### src/rtl/irq_pending_ctrl.sv
// Pending-request collector: latches req into pending, presents highest-index ID with valid/ready.
// Latency: req at edge k -> pending at k -> irq_valid after k+1; next ID one cycle after each ack.
// Backpressure: irq_id/irq_valid held until irq_ready; IRQ_EDGE_EN selects edge-detected req.
module irq_pending_ctrl #(
  parameter int N = 8
) (
  input  logic                 clk,
  input  logic                 rst_n,
  input  logic [N-1:0]         req,
  output logic                 irq_valid,
  input  logic                 irq_ready,
  output logic [$clog2(N)-1:0] irq_id,
  output logic [N-1:0]         pending,
  output logic                 ovf,
  input  logic                 ovf_clr
);

  localparam int IDW = $clog2(N);

  typedef enum logic {IDLE, PRESENT} state_t;

  state_t         state_q, state_d;
  logic [IDW-1:0] id_q, id_d, top_idx;
  logic [N-1:0]   pending_q, pending_d, set_v, clr_v;
  logic           ovf_q, ovf_hit, ack;

`ifdef IRQ_EDGE_EN
  logic [N-1:0] req_q;

  always_ff @(posedge clk or negedge rst_n) begin
    if (!rst_n) req_q <= '0;
    else        req_q <= req;
  end

  assign set_v = req & ~req_q;
`else
  assign set_v = req;
`endif

  assign ack       = (state_q == PRESENT) & irq_ready;
  assign clr_v     = ack ? (N'(1) << id_q) : '0;
  // Set is OR-ed in after the clear, so a same-cycle set/clear leaves the bit pending.
  assign pending_d = (pending_q & ~clr_v) | set_v;
  assign ovf_hit   = |(set_v & pending_q & ~clr_v);

  always_comb begin
    top_idx = '0;
    for (int i = 0; i < N; i++) begin
      if (pending_q[i]) top_idx = IDW'(i);
    end
  end

  always_comb begin
    state_d = state_q;
    id_d    = id_q;
    case (state_q)
      IDLE: begin
        if (|pending_q) begin
          id_d    = top_idx;
          state_d = PRESENT;
        end
      end
      PRESENT: begin
        if (irq_ready) state_d = IDLE;
      end
    endcase
  end

  always_ff @(posedge clk or negedge rst_n) begin
    if (!rst_n) begin
      state_q   <= IDLE;
      id_q      <= '0;
      pending_q <= '0;
      ovf_q     <= 1'b0;
    end else begin
      state_q   <= state_d;
      id_q      <= id_d;
      pending_q <= pending_d;
      if (ovf_hit)      ovf_q <= 1'b1;
      else if (ovf_clr) ovf_q <= 1'b0;
    end
  end

  assign irq_valid = (state_q == PRESENT);
  assign irq_id    = id_q;
  assign pending   = pending_q;
  assign ovf       = ovf_q;

endmodule

### config.mk
export PLATFORM = sky130hd
export DESIGN_NAME = irq_pending_ctrl
export DESIGN_NICKNAME = d
export VERILOG_FILES = /design/src/rtl/irq_pending_ctrl.sv
export SDC_FILE = /design/constraint.sdc
export NUM_CORES = 1
export LEC_CHECK = 0
export CELL_PAD_IN_SITES_DETAIL_PLACEMENT = 0
export CELL_PAD_IN_SITES_GLOBAL_PLACEMENT = 1
export CORE_AREA = 2 2 50 52
export CTS_CLUSTER_DIAMETER = 50
export DETAILED_ROUTE_END_ITERATION = 10
export DIE_AREA = 0 0 52 54
export PLACE_DENSITY = 0.73
export SLEW_MARGIN = 40
export SYNTH_ARGS = -nofsm -noshare
export SYNTH_HDL_FRONTEND = slang
export SYNTH_SLANG_ARGS = --single-unit
### constraint.sdc
create_clock -name clk -period 1.7 [get_ports clk]
set_input_delay 0.34 -clock clk [delete_from_list [all_inputs] [get_ports clk]]
set_output_delay 0.34 -clock clk [all_outputs]
set_load 0.02 [all_outputs]
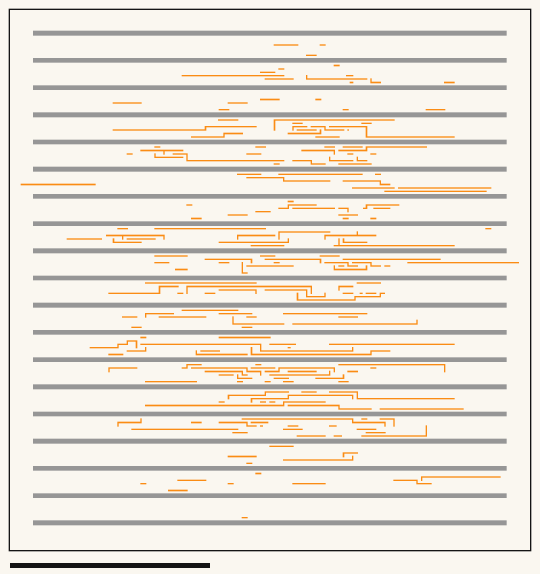
(run_1/layer_met1.png)
The bar under the picture is 20 um long. Supply wires on this layer in gray.
main direction: horizontal
share of all routed wire: 43%
nets with wire on the layer: 98
wire length on this layer: 770 um

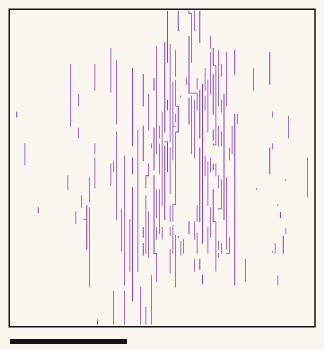
(run_1/layer_met2.png)
The bar under the picture is 20 um long.
nets with wire on the layer: 103
wire length on this layer: 872 um

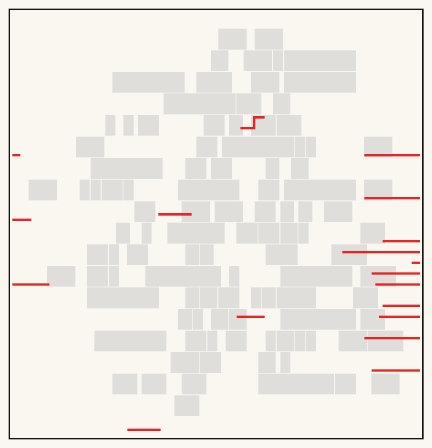
(run_1/layer_met3.png)
Cells faint in the background.
longest straight run: 9.50 um
share of all routed wire: 4.7%
main direction: horizontal
nets with wire on the layer: 16
wire length on this layer: 83.7 um

==> results.tsv, run 1 <==
metric	value	unit
run status	completed	
Basic Gates by Area	21.0	%
mean number of vias per cell	4.93	
power density cells	988	nW/um^2
number of buffers other than clock buffers in the final layout	32	
count of cells resized by post-cts repair	9	
number of buffers inserted to repair setup after CTS	0	
part of the total power dissipated in combinational logic	38.0	%
Flop pwr share	43.3	%
combinational gates	48	
Reg2Reg Setup Slack	70	ps
global routing usage on met1	16.6	%
WL final	1780	um
share of layout cells above drive strength 1	18.3	%
Worst path slowest cell	sky130_fd_sc_hd__clkdlybuf4s50_1	
type of the worst setup path	reg2out	
syn_area_per_cell	9.57	sq um
core box area	2320	sq um
Syn. warnings	0	
number of OpenROAD warnings	26	
multi-input logic area	320	sq um
maximum fanout along the worst path	4	
Sw Ratio	38.2	%
met2 GRT Util	25.5	%
cell family contributing the most delay on the critical path	buffers and inverters	
FA/HA/MAJ Cells, Area Fraction	0	%
Die Width	52	um
Die Y	54	um
ANT cells	0	
initial antenna violation count	0	
source of the critical timing path	pending[1]	
Worst Setup End Kind	output port	
area fraction in compound gates after synthesis	25.0	%
unrepaired setup endpoints after global routing	no	
share of final layout cell area taken by clock buffers and inverters	2.51	%
number of non-filler instances in the completed layout	134	
grt peak-use layer	met2	
==> inputs of run 2 (changes only) <==
--- a/config.mk
+++ b/config.mk
@@ -11,6 +11,7 @@
 export CTS_CLUSTER_DIAMETER = 50
 export DETAILED_ROUTE_END_ITERATION = 10
 export DIE_AREA = 0 0 52 54
+export HOLD_SLACK_MARGIN = 0.03
 export PLACE_DENSITY = 0.73
 export SLEW_MARGIN = 40
 export SYNTH_ARGS = -nofsm -noshare
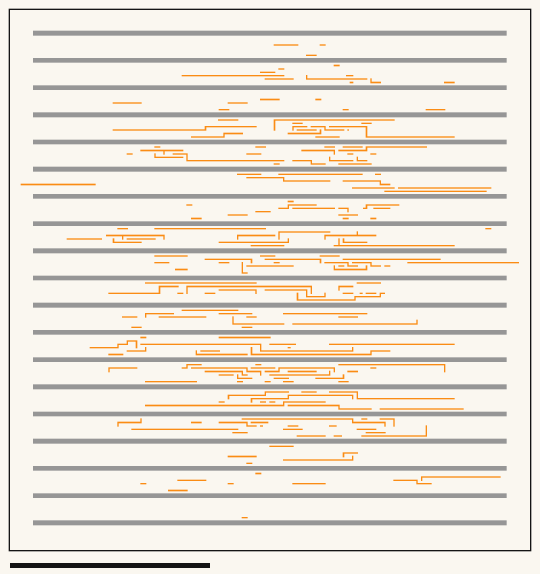
(run_2/layer_met1.png)
The bar under the picture is 20 um long. Supply wires on this layer in gray.
nets with wire on the layer: 98
main direction: horizontal
wire length on this layer: 770 um
longest straight run: 13.8 um
share of all routed wire: 43%

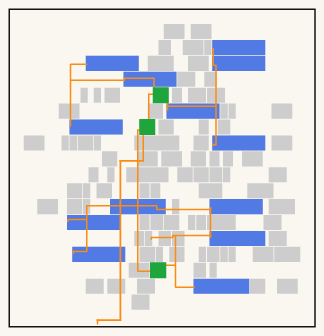
(run_2/clk_routes.png)
legend:
  clock wires:
    color: orange
    length: 204 um
  flip-flops:
    color: blue
    count: 13
  clock drivers:
    color: green
    count: 3
routed clock nets: 4

==> results.tsv, run 2 <==
metric	value	unit
area fraction in compound gates after synthesis	25.0	%
Final HPWL DP	1340	um
initial antenna violation count	0	
core box area	2320	sq um
maximum fanout along the worst path	4	
run status	completed	
syn_area_per_cell	9.57	sq um
share of layout cells above drive strength 1	18.3	%
number of buffers inserted to repair setup after CTS	0	
utilization after layout	45.0	%
Reg2Reg Setup Slack	70	ps
part of the total power dissipated in combinational logic	38.0	%
Flop pwr share	43.3	%
power density cells	988	nW/um^2
Worst path slowest cell	sky130_fd_sc_hd__clkdlybuf4s50_1	
Worst Setup End Kind	output port	
number of OpenROAD warnings	26	
number of top-level pins	25	
Reg2Reg Depth	4	
unrepaired setup endpoints after global routing	no	
first-pass GRT wire length	2950	um
Sw Ratio	38.2	%
count of cells resized by post-cts repair	9	
met2 GRT Util	25.5	%
share of final layout cell area taken by clock buffers and inverters	2.51	%
type of the worst setup path	reg2out	
clock insertion delay at the later pin of the skew report	280	ps
source of the critical timing path	pending[1]	
vias	660	
mean number of vias per cell	4.93	
grt peak-use layer	met2	
first-pass iteration count of the detailed router	2	
Basic Gates by Area	21.0	%
FA/HA/MAJ Cells, Area Fraction	0	%
WL final	1780	um
ANT cells	0	
area figure in the yosys stat output	651	sq um
Syn. warnings	0	
relative slew slack	73.1	%
top cells by instance count after synthesis	13 x sky130_fd_sc_hd__dfrtp_1, 6 x sky130_fd_sc_hd__nand2_1, 6 x sky130_fd_sc_hd__nor2_1, 5 x sky130_fd_sc_hd__inv_1	
Die Y	54	um
number of buffers other than clock buffers in the final layout	32	
combinational gates	48	
number of non-filler instances in the completed layout	134	
cell family contributing the most delay on the critical path	buffers and inverters	
global routing usage on met1	16.6	%
multi-input logic area	320	sq um
Power is estimated from default activity; no workload was simulated.
